==> config.mk <==
export PLATFORM = sky130hd
export DESIGN_NAME = datapath_sequencer
export DESIGN_NICKNAME = d
export VERILOG_FILES = /design/src/rtl/datapath_seq_pkg.sv /design/src/rtl/seq_decode.sv /design/src/rtl/datapath_sequencer.sv
export SDC_FILE = /design/constraint.sdc
export NUM_CORES = 1
export LEC_CHECK = 0
export ABC_CLOCK_PERIOD_IN_PS = 8180
export CAP_MARGIN = 20
export CORE_MARGIN = 2
export CORE_UTILIZATION = 49
export CTS_BUF_LIST = sky130_fd_sc_hd__clkbuf_4 sky130_fd_sc_hd__clkbuf_8 sky130_fd_sc_hd__clkbuf_16
export CTS_CLUSTER_SIZE = 30
export DETAILED_ROUTE_END_ITERATION = 8
export GPL_TIMING_DRIVEN = 0
export PLACE_DENSITY_LB_ADDON = 0.05
export SYNTH_ARGS = -nofsm -noshare
export SYNTH_HDL_FRONTEND = slang
export SYNTH_SLANG_ARGS = --single-unit
export TNS_END_PERCENT = 20
==> constraint.sdc <==
create_clock -name clk -period 8.18 [get_ports clk]
set_input_delay 2.045 -clock clk [delete_from_list [all_inputs] [get_ports clk]]
set_output_delay 2.045 -clock clk [all_outputs]
set_load 0.01 [all_outputs]
### I/O nets highlighted

Bar = 20 um.
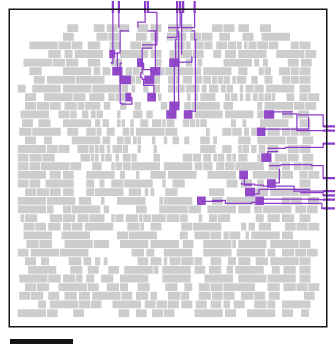
purple -> start_pc  # bits 16, direction input, edge 8 top, 8 right, end cells 20, buffers 16, wire 502 um
number of port buffers: 153
I/O pin total: 155

### Routing congestion map

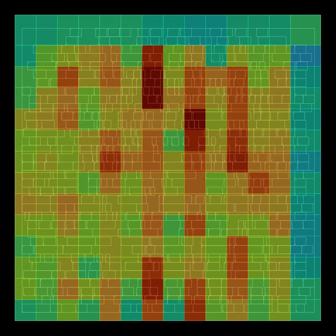
post-layout util: 72.0%
GRT Resource Usage Total: 24.5%

### Where the registers sit

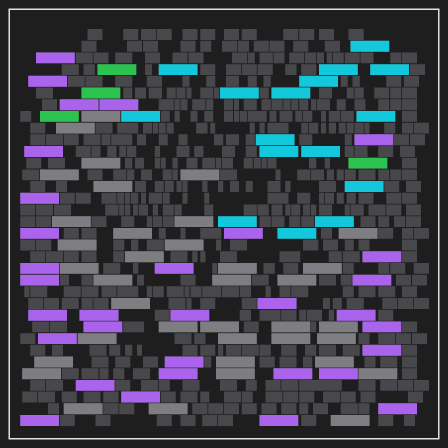
cyan -> imem_addr  # flops 16
purple -> constant  # flops 32, where all over the die
green -> Y2  # flops 4
FF+latch area: 2230 um^2
sequential share of cell area: 35.1%

### M2 wires

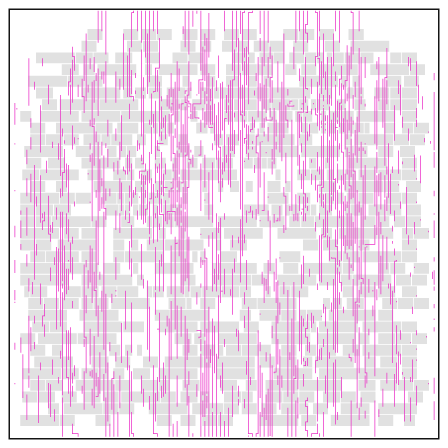
main direction = vertical
share of all routed wire = 47%
longest straight run = 32.8 um
wire length on this layer = 5640 um
met2 Resource Use GR: 39.1%
aggregate routed wire length: 11.9 mm
Vias: 3789

==> impl_metrics.py <==
# Flow results
metrics = {
    "logic_synthesis": {
        "area_leaders": "dfrtp_1, mux2_2, buf_4, o21ai_0, a22o_1",
        "ys_warn_count": 0,
        "synth.avg_cell_area_um2": 11.2,
        "syn_area_um2": 4470,
        "flop_cell": "dfrtp_1",
        "ys_area_um2": 4470,
        "yosysSeqAreaShare_pct": 49.8,
    },
    "setup_path": {
        "cp-start-kind": "flop",
        "path_depth": 5,
        "crit_arrival_ps": 2330,
        "cp_common_cell": "clkbuf_1",
        "endpoint_kind": "output pin",
    },
    "clock_network": {
        "hold_buffers": 0,
    },
    "sta": {
        "clock.fmax_ghz": 0.228,
        "relSlewSlack_pct": 26.3,
        "holdWs_ps": 504,
        "fin_skew_ps": 6.90,
        "rsz0062_at_grt": "no",
    },
    "cells_and_area": {
        "largest_reg_flops": 32,
        "nFillCells": 677,
        "design_area_um2": 6340,
        "n_antenna_cell": 0,
        "final_cell_mix": "clkdlybuf4s50_1, dfrtp_1, mux2_2",
        "fin_cells": 677,
    },
    "drt": {
        "first_pass_iters": 5,
        "drc": 0,
        "via_per_inst": 5.60,
    },
    "power_and_ir_drop": {
        "ir_worst_vdd_v": 0.000225,
        "p_sw_share_pct": 35.8,
        "p_leak_nw": 2.67,
        "power_mw": 2.48,
        "p_int_mw": 1.59,
        "p_per_area_nw_per_um2": 391,
        "p_clk_share_pct": 10.8,
    },
    "die": {
        "die_h_um": 99.5,
        "core-area_um2": 8810,
        "rows": 34,
    },
    "run": {
        "warnings": 26,
        "cap_violations": 0,
    },
    "global_routing": {
        "grt_pass1_vias": 3639,
        "grt-ovfl-total": 0,
    },
    "outcome": {
        "status": "finished clean",
    },
    "placed_design": {
        "dp.final_hpwl_mm": 8.86,
    },
    "hold_path": {
        "hold_depth": 2,
    },
}
==> final cells by class <==
class / instances / share of cell area (%)
sequential: 89 / 35.1
multi-input combinational: 238 / 28.1
timing repair buffer: 154 / 24.6
buffer: 65 / 6.89
tap: 108 / 2.13
clock buffer: 9 / 1.95
clock inverter: 6 / 0.711
inverter: 8 / 0.513
==> kinds of logic after synthesis <==
group	after synthesis	share of synthesized area, %
AND/OR/NAND/NOR	92	11.2
buffers and inverters	73	10.4
AND-OR/OR-AND	80	12.0
flip-flops	89	49.8
XOR/XNOR	1	0.196
adder cells (fa/ha/maj)	1	0.280
multiplexers	64	16.1
==> per-layer routing <==
layer,track usage (%),part of all wire (%),vias up
li1,-,-,1745
met1,33.3,44,1856
met4,9.48,2.5,0
met5,0,0,-
met3,4.57,6.8,23
met2,39.1,47,165
